`src/rtl/press_pkg.sv`:
```
// Shared types and default timing constants for the button press classifier.
package press_pkg;

    // Roughly 1 s long-press and 0.5 s double-click window at 50 MHz
    localparam int unsigned LONG_CYCLES_DEF = 50_000_000;
    localparam int unsigned GAP_CYCLES_DEF  = 25_000_000;

    typedef enum logic [2:0] {
        WAIT_REL,
        IDLE,
        PRESS,
        GAP,
        LONG,
        DRAIN
    } state_t;

    // Larger of two thresholds; sizes the shared counter
    function automatic int unsigned max_u(input int unsigned a, input int unsigned b);
        return (a > b) ? a : b;
    endfunction

endpackage

```
`src/rtl/press_classifier.sv`:
```
// Classifies a debounced button level into short, long and double-click events.
// One shared counter tracks either the high run (PRESS) or the low run (GAP).
module press_classifier
    import press_pkg::*;
#(
    parameter int unsigned LONG_CYCLES = LONG_CYCLES_DEF,
    parameter int unsigned GAP_CYCLES  = GAP_CYCLES_DEF
) (
    input  logic clk,
    input  logic rst_n,
    input  logic button,
    output logic short_pulse,
    output logic long_pulse,
    output logic double_pulse,
    output logic held
);

    localparam int unsigned CNT_MAX = max_u(LONG_CYCLES, GAP_CYCLES);
    localparam int unsigned CNT_W   = $clog2(CNT_MAX + 1);

    localparam logic [CNT_W-1:0] CNT_ONE   = CNT_W'(1);
    localparam logic [CNT_W-1:0] LONG_LAST = CNT_W'(LONG_CYCLES - 1);
    localparam logic [CNT_W-1:0] GAP_LAST  = CNT_W'(GAP_CYCLES - 1);

    state_t           state;
    logic [CNT_W-1:0] cnt;

    // Classifier FSM with shared run counter and registered strobes
    always_ff @(posedge clk) begin
        if (!rst_n) begin
            state        <= WAIT_REL;
            cnt          <= '0;
            short_pulse  <= 1'b0;
            long_pulse   <= 1'b0;
            double_pulse <= 1'b0;
            held         <= 1'b0;
        end else begin
            short_pulse  <= 1'b0;
            long_pulse   <= 1'b0;
            double_pulse <= 1'b0;

            case (state)
                // A press already in progress at reset is discarded
                WAIT_REL: begin
                    if (!button) begin
                        state <= IDLE;
                    end
                end

                IDLE: begin
                    if (button) begin
                        state <= PRESS;
                        cnt   <= CNT_ONE;
                    end
                end

                PRESS: begin
                    if (button) begin
                        if (cnt == LONG_LAST) begin
                            state      <= LONG;
                            cnt        <= '0;
                            long_pulse <= 1'b1;
                            held       <= 1'b1;
                        end else begin
                            cnt <= cnt + CNT_ONE;
                        end
                    end else begin
                        state <= GAP;
                        cnt   <= CNT_ONE;
                    end
                end

                // A press on the final gap sample still counts as a double click
                GAP: begin
                    if (button) begin
                        state        <= DRAIN;
                        cnt          <= '0;
                        double_pulse <= 1'b1;
                    end else if (cnt == GAP_LAST) begin
                        state       <= IDLE;
                        cnt         <= '0;
                        short_pulse <= 1'b1;
                    end else begin
                        cnt <= cnt + CNT_ONE;
                    end
                end

                LONG: begin
                    if (!button) begin
                        state <= IDLE;
                        held  <= 1'b0;
                    end
                end

                // Second click of a double: wait for release, never long
                DRAIN: begin
                    if (!button) begin
                        state <= IDLE;
                    end
                end

                default: begin
                    state <= WAIT_REL;
                    cnt   <= '0;
                    held  <= 1'b0;
                end
            endcase
        end
    end

endmodule

```
`config.mk`:
```
export PLATFORM = sky130hd
export DESIGN_NAME = press_classifier
export DESIGN_NICKNAME = d
export VERILOG_FILES = /design/src/rtl/press_pkg.sv /design/src/rtl/press_classifier.sv
export SDC_FILE = /design/constraint.sdc
export NUM_CORES = 1
export LEC_CHECK = 0
export CORE_ASPECT_RATIO = 0.8
export CORE_MARGIN = 5
export CORE_UTILIZATION = 35
export CTS_CLUSTER_SIZE = 12
export DETAILED_ROUTE_END_ITERATION = 16
export GPL_ROUTABILITY_DRIVEN = 1
export PLACE_DENSITY = 0.63
export SYNTH_ARGS = -nofsm -noshare
export SYNTH_HDL_FRONTEND = slang
export SYNTH_SLANG_ARGS = --single-unit
```
`constraint.sdc`:
```
create_clock -name clk -period 2.75 [get_ports clk]
set_clock_uncertainty 0.15 [all_clocks]
set_input_delay 0.55 -clock clk [delete_from_list [all_inputs] [get_ports clk]]
set_output_delay 0.55 -clock clk [all_outputs]
set_load 0.005 [all_outputs]
```
==> CHANGELOG.md <==
### Implementation results

* Proportion of netlist area held by the largest area contributor at 37.4%
* Vias per std cell at 5.22
* Area grow syn2layout at 15.7%
* Tool Warnings at 26
* Number of diodes added for antenna fixing at 0
* Setup Viol. Count Final at 0
* Max FFs per register at 26
* Number of synthesized flops with an enable pin at 0
* Syn_nets at 210
* Total via count in the routed design at 1452
* Total track usage at 12.4%
* Logic share of the area at 49.5%
* Critical path data required time at 2.76 ns
* Buffer count excluding the clock tree in the final layout at 14
* Met3 Use GR at 3.70%
* CTS sink count at 33
* Cell count listed in synth_stat.txt at 206
* Highest routing layer actually used: met4
* Seq. cell area at 661 sq um
* Synth Cell Area at 1760 sq um
* Number of routed nets with antenna violations at 0
* Syn Area/Cell at 8.56 sq um
* Final Routed Wirelength at 3570 um
* Clk ins delay skew pair at 0.29 ns
* Launching point of the worst reg2reg path: cnt[7]$_SDFFE_PN0P_
* Most frequent cells in the layout: sky130_fd_sc_hd__dfxtp_1 (33), sky130_fd_sc_hd__nor3_1 (26), sky130_fd_sc_hd__xnor2_1 (21)
* Maximum number of pins on one net before global-route repair at 24
* Non-clock buffers, area share at 6.50%
* Switching power of the nets at 230 uW
* Yosys reg bits at 33
* Detailed-routing iteration count for the pre-antenna-repair pass at 4
* Arrival time at the worst endpoint at 2.37 ns
* Most area-hungry cell type in the Yosys netlist: sky130_fd_sc_hd__dfxtp_1
* Run status: completed
* Filler instances at 519
* Post-layout worst setup margin at 0.383 ns
* Achievable clock frequency at 422 MHz
* GRT met1 Usage at 18.1%
* Area fraction in and, or, nand and nor cells after synthesis at 36.0%
* Internal power at 868 uW
* Core occupancy in the finished layout at 41.2%
## critical path: stages (launching register included)
cell and delay [ns]:
sky130_fd_sc_hd__dfxtp_1 0.37, sky130_fd_sc_hd__or4_4 0.56, sky130_fd_sc_hd__nor4b_2 0.32, sky130_fd_sc_hd__nand4_2 0.23, sky130_fd_sc_hd__a211oi_4 0.32, sky130_fd_sc_hd__buf_12 0.20, sky130_fd_sc_hd__nor3_1 0.07
## power by group through the flow
stage / combinational (uW) / sequential (uW) / clock (uW)
after floorplan: 51.7 / 495 / 0
after global placement: 63.3 / 500 / 0
after detailed placement: 63.6 / 500 / 0
after CTS: 63.7 / 489 / 551
after global routing: 69.7 / 490 / 573
final: 63.4 / 489 / 545
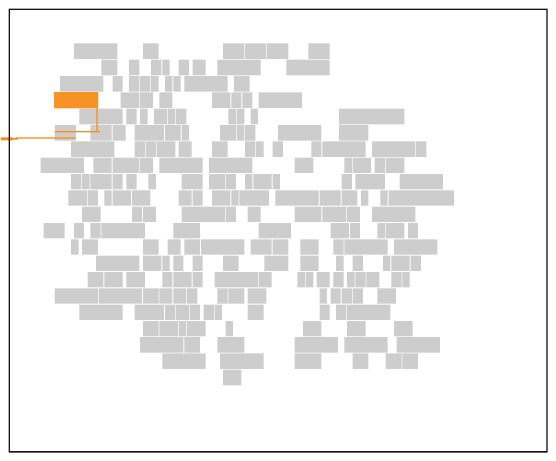
**Above:** I/O nets highlighted.
Scale: 6 px per um.
held: in orange, bits 1, direction output, end cells 1, buffers 1, wire 22.3 um.
count of input and output buffers: 6
top-level I/O count: 7

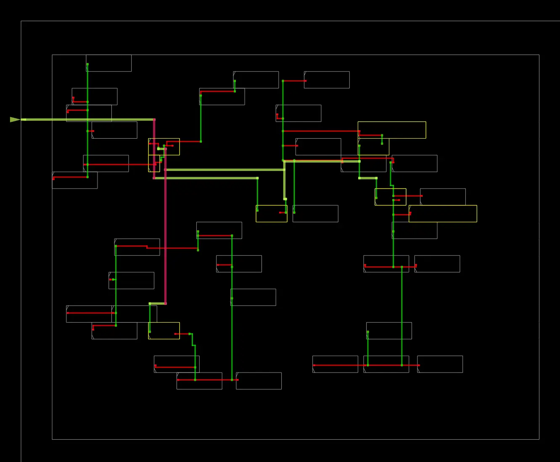
**Above:** clock routing.
flip-flops: 33
CLK BUF: 5
number of CTS-inserted buffers: 5

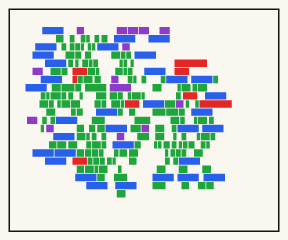
**Above:** placed cells, one colour a class.
Scale: 3 px per um.
sequential cells: in blue, cells 33, share of their area 34%. combinational and other logic: in green, cells 161, share of their area 53%. remaining buffers and delay cells: in purple, cells 14, share of their area 6.8%. clock drivers and dummy loads: in red, cells 8, share of their area 6.8%.
count of standard-cell rows: 23
core footprint: 4950 sq um
flip-flop and latch share of the layout cell area: 32.4%

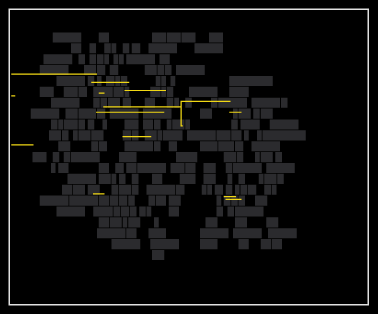
**Above:** M3 wires.
Scale: 4 px per um. Cells faint in the background.
The layer carries 121 um of wire. The layer holds 3.4% of the routed length. The longest straight run is 21.2 um. 9 nets have wire on it.

Power is estimated from default activity; no workload was simulated.
